<file path="config.mk">
export PLATFORM = sky130hd
export DESIGN_NAME = rv_mc_ctrl
export DESIGN_NICKNAME = d
export VERILOG_FILES = /design/src/rtl/rv_pkg.sv /design/src/rtl/rv_mc_decode.sv /design/src/rtl/rv_mc_ctrl.sv
export SDC_FILE = /design/constraint.sdc
export NUM_CORES = 1
export LEC_CHECK = 0
export CORE_MARGIN = 4
export CORE_UTILIZATION = 48
export DETAILED_ROUTE_END_ITERATION = 6
export GPL_ROUTABILITY_DRIVEN = 0
export GPL_TIMING_DRIVEN = 0
export PLACE_DENSITY = 0.79
export SETUP_SLACK_MARGIN = 0.4
export SKIP_CTS_REPAIR_TIMING = 1
export SLEW_MARGIN = 20
export SYNTH_ARGS = -nofsm -noshare
export SYNTH_HDL_FRONTEND = slang
export SYNTH_SLANG_ARGS = --single-unit
</file>
<file path="constraint.sdc">
create_clock -name clk_i -period 2.7 [get_ports clk_i]
set_input_delay 0.81 -clock clk_i [delete_from_list [all_inputs] [get_ports clk_i]]
set_output_delay 0.81 -clock clk_i [all_outputs]
set_load 0.02 [all_outputs]
</file>
<file path="src/rtl/rv_pkg.sv">
// rtl/rv_pkg.sv - opcodes, state/class enums and ALU encodings for the RV32I multi-cycle sequencer
package rv_pkg;

  localparam logic [6:0] OPC_R      = 7'b0110011;
  localparam logic [6:0] OPC_I      = 7'b0010011;
  localparam logic [6:0] OPC_LOAD   = 7'b0000011;
  localparam logic [6:0] OPC_STORE  = 7'b0100011;
  localparam logic [6:0] OPC_BRANCH = 7'b1100011;

  localparam logic [1:0] ALU_OP_ADD   = 2'b00;
  localparam logic [1:0] ALU_OP_SUB   = 2'b01;
  localparam logic [1:0] ALU_OP_FUNCT = 2'b10;

  localparam logic [1:0] ALU_DST_ALU = 2'b00;
  localparam logic [1:0] ALU_DST_MEM = 2'b01;

  typedef enum logic [2:0] {
    ST_FETCH, ST_DECODE, ST_EXEC, ST_MEM, ST_WB, ST_HALT
  } rv_mc_state_e;

  typedef enum logic [2:0] {
    CLS_R, CLS_I, CLS_LOAD, CLS_STORE, CLS_BRANCH, CLS_ILLEGAL
  } rv_inst_class_e;

endpackage

</file>
<file path="src/rtl/rv_mc_decode.sv">
// rtl/rv_mc_decode.sv - opcode to instruction class plus the static per-class ALU controls
module rv_mc_decode
  import rv_pkg::*;
(
  input  logic [6:0]     opcode_i,
  output rv_inst_class_e class_o,
  output logic [1:0]     alu_op_o,
  output logic           alu_src_o
);

  always_comb begin
    class_o   = CLS_ILLEGAL;
    alu_op_o  = ALU_OP_ADD;
    alu_src_o = 1'b0;
    case (opcode_i)
      OPC_R: begin
        class_o  = CLS_R;
        alu_op_o = ALU_OP_FUNCT;
      end
      OPC_I: begin
        class_o   = CLS_I;
        alu_op_o  = ALU_OP_FUNCT;
        alu_src_o = 1'b1;
      end
      OPC_LOAD: begin
        class_o   = CLS_LOAD;
        alu_src_o = 1'b1;
      end
      OPC_STORE: begin
        class_o   = CLS_STORE;
        alu_src_o = 1'b1;
      end
      OPC_BRANCH: begin
        class_o  = CLS_BRANCH;
        alu_op_o = ALU_OP_SUB;
      end
      default: ;
    endcase
  end

endmodule

</file>
<file path="src/rtl/rv_mc_ctrl.sv">
// rtl/rv_mc_ctrl.sv - multi-cycle RV32I control FSM with memory handshake timeout
// Build option RV_MC_ILLEGAL_TRAP_EN: trap unsupported opcodes into HALT instead of retiring them as NOPs.
module rv_mc_ctrl
  import rv_pkg::*;
#(
  parameter int MEM_TIMEOUT = 255
) (
  input  logic       clk_i,
  input  logic       rst_i,
  input  logic [6:0] opcode_i,
  input  logic       branch_taken_i,
  input  logic       mem_ack_i,
  output logic       mem_req_o,
  output logic       mem_we_o,
  output logic       mem_addr_sel_o,
  output logic       ir_we_o,
  output logic       pc_we_o,
  output logic       pc_src_o,
  output logic [1:0] alu_op_o,
  output logic       alu_src_o,
  output logic [1:0] alu_dst_o,
  output logic       rd_we_o,
  output logic       retire_o,
  output logic       illegal_o,
  output logic       bus_err_o
);

  localparam int          CNT_W   = (MEM_TIMEOUT > 0) ? $clog2(MEM_TIMEOUT + 1) : 1;
  localparam logic [31:0] TMO     = 32'(MEM_TIMEOUT);
  localparam logic [CNT_W-1:0] CNT_MAX = '1;

  rv_mc_state_e     state_q, state_d;
  logic [CNT_W-1:0] cnt_q, cnt_d;
  logic             berr_q, berr_d;
  rv_inst_class_e   cls;
  logic [1:0]       dec_alu_op;
  logic             dec_alu_src;
  logic             mem_phase;
  logic             timeout;

  rv_mc_decode u_decode (
    .opcode_i  (opcode_i),
    .class_o   (cls),
    .alu_op_o  (dec_alu_op),
    .alu_src_o (dec_alu_src)
  );

  assign mem_phase = (state_q == ST_FETCH) || (state_q == ST_MEM);
  // Firing on the last allowed wait cycle keeps the request up for exactly MEM_TIMEOUT cycles.
  assign timeout   = mem_phase && !mem_ack_i && (TMO != 32'd0) && ((32'(cnt_q) + 32'd1) >= TMO);

`ifdef RV_MC_ILLEGAL_TRAP_EN
  logic ill_q, ill_d;

  always_ff @(posedge clk_i) begin
    if (rst_i) ill_q <= 1'b0;
    else       ill_q <= ill_d;
  end

  assign illegal_o = ill_q & ~rst_i;
`else
  assign illegal_o = 1'b0;
`endif

  assign bus_err_o = berr_q & ~rst_i;

  always_ff @(posedge clk_i) begin
    if (rst_i) begin
      state_q <= ST_FETCH;
      cnt_q   <= '0;
      berr_q  <= 1'b0;
    end else begin
      state_q <= state_d;
      cnt_q   <= cnt_d;
      berr_q  <= berr_d;
    end
  end

  always_comb begin
    state_d        = state_q;
    cnt_d          = cnt_q;
    berr_d         = berr_q;
`ifdef RV_MC_ILLEGAL_TRAP_EN
    ill_d          = ill_q;
`endif
    mem_req_o      = 1'b0;
    mem_we_o       = 1'b0;
    mem_addr_sel_o = 1'b0;
    ir_we_o        = 1'b0;
    pc_we_o        = 1'b0;
    pc_src_o       = 1'b0;
    alu_op_o       = ALU_OP_ADD;
    alu_src_o      = 1'b0;
    alu_dst_o      = ALU_DST_ALU;
    rd_we_o        = 1'b0;
    retire_o       = 1'b0;

    case (state_q)
      ST_FETCH: begin
        mem_req_o = 1'b1;
        if (mem_ack_i) begin
          ir_we_o = 1'b1;
          pc_we_o = 1'b1;
          state_d = ST_DECODE;
        end else if (timeout) begin
          berr_d  = 1'b1;
          state_d = ST_HALT;
        end
      end
      ST_DECODE: begin
        if (cls == CLS_ILLEGAL) begin
`ifdef RV_MC_ILLEGAL_TRAP_EN
          ill_d   = 1'b1;
          state_d = ST_HALT;
`else
          retire_o = 1'b1;
          state_d  = ST_FETCH;
`endif
        end else begin
          state_d = ST_EXEC;
        end
      end
      ST_EXEC: begin
        alu_op_o  = dec_alu_op;
        alu_src_o = dec_alu_src;
        case (cls)
          CLS_R, CLS_I:         state_d = ST_WB;
          CLS_LOAD, CLS_STORE:  state_d = ST_MEM;
          CLS_BRANCH: begin
            pc_we_o  = branch_taken_i;
            pc_src_o = 1'b1;
            retire_o = 1'b1;
            state_d  = ST_FETCH;
          end
          default:              state_d = ST_FETCH;
        endcase
      end
      ST_MEM: begin
        mem_req_o      = 1'b1;
        mem_addr_sel_o = 1'b1;
        mem_we_o       = (cls == CLS_STORE);
        if (mem_ack_i) begin
          if (cls == CLS_STORE) begin
            retire_o = 1'b1;
            state_d  = ST_FETCH;
          end else begin
            state_d = ST_WB;
          end
        end else if (timeout) begin
          berr_d  = 1'b1;
          state_d = ST_HALT;
        end
      end
      ST_WB: begin
        rd_we_o   = 1'b1;
        retire_o  = 1'b1;
        alu_dst_o = (cls == CLS_LOAD) ? ALU_DST_MEM : ALU_DST_ALU;
        state_d   = ST_FETCH;
      end
      default: ;
    endcase

    if (mem_phase && !mem_ack_i && (cnt_q != CNT_MAX)) cnt_d = cnt_q + CNT_W'(1);
    if ((state_d != state_q) && ((state_d == ST_FETCH) || (state_d == ST_MEM))) cnt_d = '0;

    // Reset dominates every output, including a request already in flight.
    if (rst_i) begin
      mem_req_o      = 1'b0;
      mem_we_o       = 1'b0;
      mem_addr_sel_o = 1'b0;
      ir_we_o        = 1'b0;
      pc_we_o        = 1'b0;
      pc_src_o       = 1'b0;
      alu_op_o       = ALU_OP_ADD;
      alu_src_o      = 1'b0;
      alu_dst_o      = ALU_DST_ALU;
      rd_we_o        = 1'b0;
      retire_o       = 1'b0;
    end
  end

endmodule

</file>
Selected gate families:
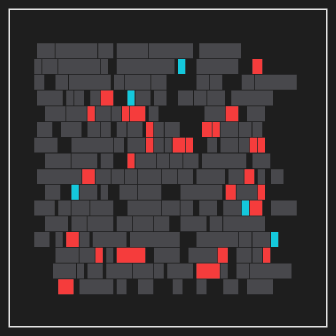
cyan -> inv cells  # cells 5
red -> nand cells  # cells 27
combinational share of cell area: 0.5658
Non-Filler Instances: 196

Clock wiring as the flow saved it:
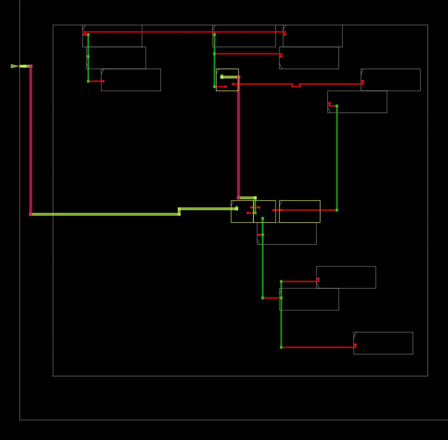
P_clk: 146 uW
registers: 12
skew final: 4.514 ps

==> flow_summary.ini <==
; yosys + openroad results
[outcome]
status = finished with violations
failed_checks = negative setup slack

[global_routing]
grt_overflow = 0
grtUsageMet3 = 0.03815
grt_util_met2 = 0.3957
grt_pass1_vias = 1152
grt_max_degree = 11
grt_use_total = 0.2277
top_usage_layer = met2

[pwr]
switching_share = 0.3354
p_clk_frac = 0.285
seq_power_uw = 198
power_leader = registers
p_switching_uw = 171.8
combinationalPowerShare = 0.329
p_int_uw = 340.5
ir_drop_mv = 0.2441
seq_power_share = 0.386
power_uw = 512.3

[final_layout]
inverters_excl_clock = 5
n_all_buffers = 36
dominant_cells = multi-input combinational cells
clk_share = 0.02399
fin_area_um2 = 1513
drive_gt1_frac = 0.3373
clkbuf_count = 4
diodes = 0
n_fill_cell = 147
top_regs = cnt_q x8, state_q x3, berr_q x1
comb_area_um2 = 855.8
comb.multi_input.count = 112
final-nonclk-buf-share = 0.2159
area_growth_pct = 44.79

[synth]
synth-xor-area-share = 0.05030
yosys.area_share.simple = 0.3413
syn-cell-area_um2 = 1045
edf_count = 0
top_area_frac = 0.2299
synth.logic.top_family = simple AND/OR/NAND/NOR gates
ys_cells = 139
syn_inst = 139
muxShareOfSynthArea = 0.02036
avgSynthCellArea_um2 = 7.516
adder_share = 0.02395
yosysWarningCount = 0
synth_flops = 12

[worst_setup_path]
worstPathMaxFanout = 6
reg2reg_from = cnt_q[0]
r2r_cells = 8
timing.rr.end = cnt_q[1]
rrSetupSlack_ps = 350
cp_data_required_time_ps = 1890
cp_num_buf_inv = 4
arrival_ps = 2060
path_delay_family = simple AND/OR/NAND/NOR gates
crit_type = in -> out

[clock_network]
clk_path_buf_depth = 2
clock_latency_ps = 270
clk_pin_slew_ps = 80
clkSinkCount = 12

[detailed_routing]
drt_iter0_drc = 36
top_layer = met4
wl_met1_um = 1275
vias = 1178
drt.antenna.violating_nets = 0
post-route-drc-count = 0
wl_met3_um = 161
wl_per_cell_um = 15.30
first_pass_iters = 4
wirelength_um = 2998

[final_timing]
hold_viol = 0
setup_viol = 4
hold_slack_ps = 537.6
setup_slack_ps = -169.6
worst_pin_slew_ps = 539.3
finalMaxSlewViolations = 0
rsz0062_at_grt = yes

[floorplanning]
n_tap_cell = 27
pin_count = 26
die_h_um = 54.66
fp_util = 0.5167
core_um2 = 2022

[min_path]
worstHoldPathCells = 2
hold_class = reg -> reg
min_to = berr_q

[job]
warning_count = 29
drv_cap = 0

[placed_design]
port_buffers = 22
dp_slack_ps = -1094
place_inst = 189
Sequential cells grouped by signal name:
Other sequential cells in the stronger gray, the rest of the logic in the fainter gray.
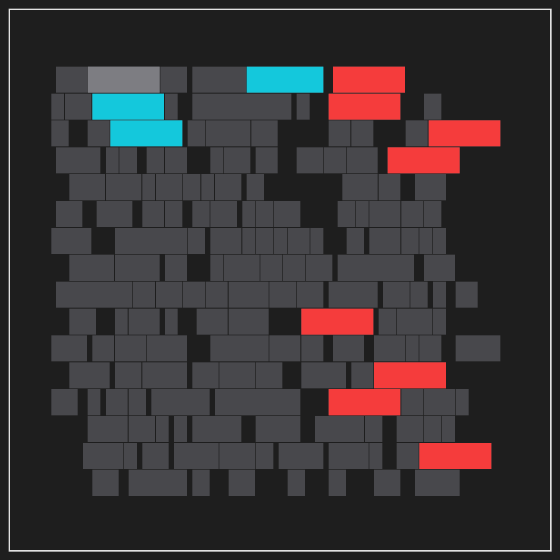
cyan -> state_q  # placed flops 3
red -> cnt_q  # placed flops 8
fraction of area in registers: 0.1596
fin util: 0.7481

Power and IR drop assume default switching activity.
